### Wiring heat map

The die is cut into 8 by 14 equal tiles; black is low, pale yellow is high, scaled to the fullest tile. Values are wire area over tile area, all layers added.
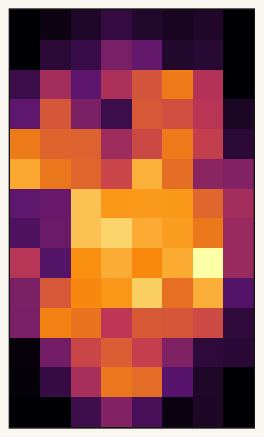
### Logic cells by family

The bar under the picture is 10 um long.
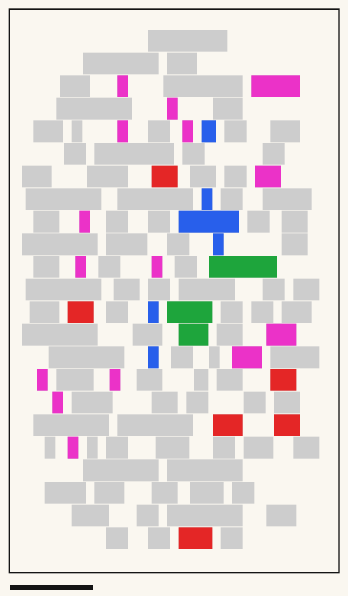
### Clock wires, drivers and flops

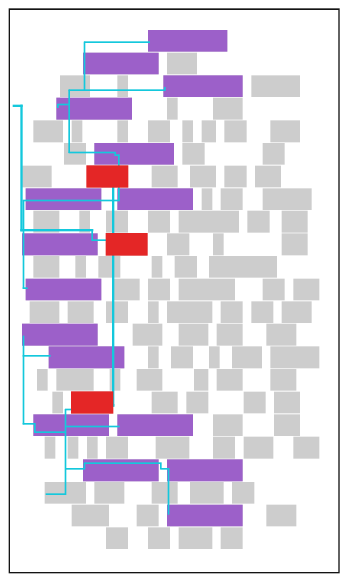
### Cell placement

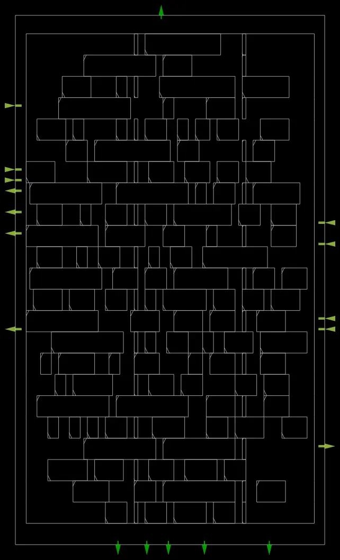
Design rr_mux4_select_ctrl, sky130hd; sources not shown.
==> flow_metrics.env <==
# implementation run metrics
export IMPL_ys_warn_count=0
export IMPL_pre_cts_ws_ns=-0.636
export IMPL_clk_share=0.0426
export IMPL_met2WireLength_um=1380
export IMPL_violations="negative setup slack"
export IMPL_flop_cell="dfrtp_1"
export IMPL_antenna_cells=0
export IMPL_worstMarginPinSlew_ns=0.357
export IMPL_worst_path_max_fanout=7
export IMPL_first_pass_iters=4
export IMPL_wl_met3_um=78
export IMPL_ys_cells=71
export IMPL_postCtsHoldBufs=0
export IMPL_fmax_mhz=580
export IMPL_critPathTopFamily="AND-OR/OR-AND gates"
export IMPL_use_met1=0.191
export IMPL_largest_area_cell="dfrtp_1"
export IMPL_drt_met1_wl_um=795
export IMPL_hold_viol_final=0
export IMPL_xor_area_frac=0
export IMPL_portBuffers=17
export IMPL_yosys_area_top_type_share=0.419
export IMPL_tool_warnings=29
export IMPL_synth_seq_share=0.481
export IMPL_pg_seq_uw=761
export IMPL_clock_sinks=16
export IMPL_slowest_delay_ns=0.43
export IMPL_ys_area_um2=837
export IMPL_finalPower_mw=2.73
export IMPL_overflow=0
export IMPL_fin_crit_ns=1.72
export IMPL_synthMuxAreaShare=0.0568
export IMPL_buffers_excl_clock=42
export IMPL_cts_path_max_buffers=2
export IMPL_hp_class="in -> async"
export IMPL_gr_max_usage_layer="met2"
export IMPL_mi_logic_area_um2=437
export IMPL_pwr_share_comb=0.583
export IMPL_maxSlewViolCount=0
export IMPL_num_multi_input_gates=50
export IMPL_layout_setup_ws_ns=-0.225
export IMPL_grt_pass1_wl_um=3770
export IMPL_seq_area_frac=0.313
export IMPL_syn_area_per_cell_um2=11.8
export IMPL_ir_drop_mv=1.14
export IMPL_top_layer="met4"
export IMPL_slew_headroom=0.762
export IMPL_grt_max_degree=17
export IMPL_h_tree_depth=1
export IMPL_yosys_dominant_comb_family="simple AND/OR/NAND/NOR gates"
export IMPL_syn_nets=80
export IMPL_topCellsByArea="dfrtp_1 (42%), dfstp_2 (6.3%), nor2_1 (4.9%), ha_1 (3.0%), mux4_2 (2.7%)"
export IMPL_row_count=23
export IMPL_fin_util=0.561
export IMPL_grt_setup_unrepaired="true"
export IMPL_cts_tree="done"
export IMPL_viasPerCell=5.24
export IMPL_sequentialPowerShare=0.279
export IMPL_final_cell_area_mm2=0.00129
export IMPL_met2_usage=0.402
export IMPL_cp_end_kind="flip-flop"
export IMPL_required_ns=1.64
export IMPL_die_area_mm2=0.00267
export IMPL_regArea_um2=404
export IMPL_fp_dieW_um=39.5
export IMPL_hold_slack_ns=0.354
export IMPL_die_h_um=67.6
export IMPL_power_density_mw_per_mm2=2110
export IMPL_drtAntennaViolNets=0
export IMPL_ys_sh_adder=0.0299
export IMPL_edf_count=0
export IMPL_min_period_over_period=1.15
export IMPL_syn_area_um2=837
export IMPL_cap_viol_max_count=0
export IMPL_largest_reg_flops=4
export IMPL_largest_class="logic gates"
export IMPL_p_int_mw=1.78
export IMPL_cts_resized=19
export IMPL_inverters=4
export IMPL_dpl_cell_area_mm2=0.00117
export IMPL_reg2reg_depth=5
export IMPL_drt_iter0_drc=6
export IMPL_use_met3=0.0329
export IMPL_simple_gate_share=0.205
export IMPL_comb_cell_power_mw=1.59
export IMPL_r2r_slack_ns=-0.22
export IMPL_dp_cells=131
export IMPL_yosys_top_cells_count="dfrtp_1 (14), nor2_1 (11), inv_1 (4), nand2_1 (4)"
export IMPL_fp_util=0.364
export IMPL_grt_antenna_before_repair=0
export IMPL_hpwl_um=1730
export IMPL_buf_share=0.271
export IMPL_cp_data_arrival_time_ns=1.86
export IMPL_worst_path_stages=5
export IMPL_crit_buf_inv=0
export IMPL_ys_types=32
export IMPL_drc_errors=0
export IMPL_area_growth_pct=54.4
export IMPL_crit_chain="o21ba_4 -> o32a_1 -> mux2_4 -> and2_4 -> a22o_1"
export IMPL_coreArea_mm2=0.00230
export IMPL_worstSetupPathType="reg -> reg"
export IMPL_fin_nets=126
export IMPL_synthAoiAreaFrac=0.196
export IMPL_switching_share=0.349
export IMPL_power_leader="combinational logic"
export IMPL_cts_buffers=3
export IMPL_synthArstFlopShare=1.00
export IMPL_p_leak_nw=0.613
export IMPL_cts_clk_slew_worst_paths_ns=0.06
export IMPL_cts_root_buf="clkbuf_8"
export IMPL_drive_above_1_share=0.457
export IMPL_synth_flops=16
export IMPL_p_switching_uw=952
export IMPL_io_pins=18
export IMPL_crit_slowest_cell="dfrtp_2"
export IMPL_clock_buffers=4
export IMPL_finalSetupViolCount=9
export IMPL_startpoint_type="flip-flop"
export IMPL_synth_dominant_cell_count="dfrtp_1"
export IMPL_finClkSkew_ns=0.00128
export IMPL_postCtsSetupRepairBufs=4
export IMPL_grt_pass1_vias=835
export IMPL_status="complete, but fails checks"
export IMPL_synth_cells=71
export IMPL_fin_setup_tns_ns=-1.31
export IMPL_most_common_layout_cells="buf_4 (25), dfrtp_1 (13), nor2_1 (11)"
Back to the opening pictures, 'Wiring heat map':
The mean over all tiles is 0.14. 9.8% of the tiles are nearly empty. The densest ninth of the die: centre. 43% of the tiles are over half the peak. The fullest tile reaches 0.33.
via count: 739
Tot GR Track Use: 0.213
WL final: 2350 um
drt wl/cell: 16.7 um

Back to the opening pictures, 'Logic cells by family':
NAND gates: shown in blue, cells 6, most used nand2_1. NOR gates: shown in magenta, cells 15, most used nor2_1. multiplexers: shown in green, cells 3. AND and OR gates: shown in red, cells 6.
logic share of the area: 0.338
Cell Count, Final, Fillers Out: 141
Top cell excl fill/tap: buf_4

Back to the opening pictures, 'Clock wires, drivers and flops':
flip-flops: shown in purple, count 16. cells driving clock nets: shown in red, count 3. clock wires: shown in cyan, length 198 um.
There are 4 routed clock nets.
clk latency late pin: 0.25 ns
clock share of power: 0.138
Clock Power: 376 uW

Back to the opening pictures, 'Cell placement':
tapcell count: 25
Layout fillers: 265
FF+latch count: 16

No activity file was given, so power comes from the tool's default toggle rates.
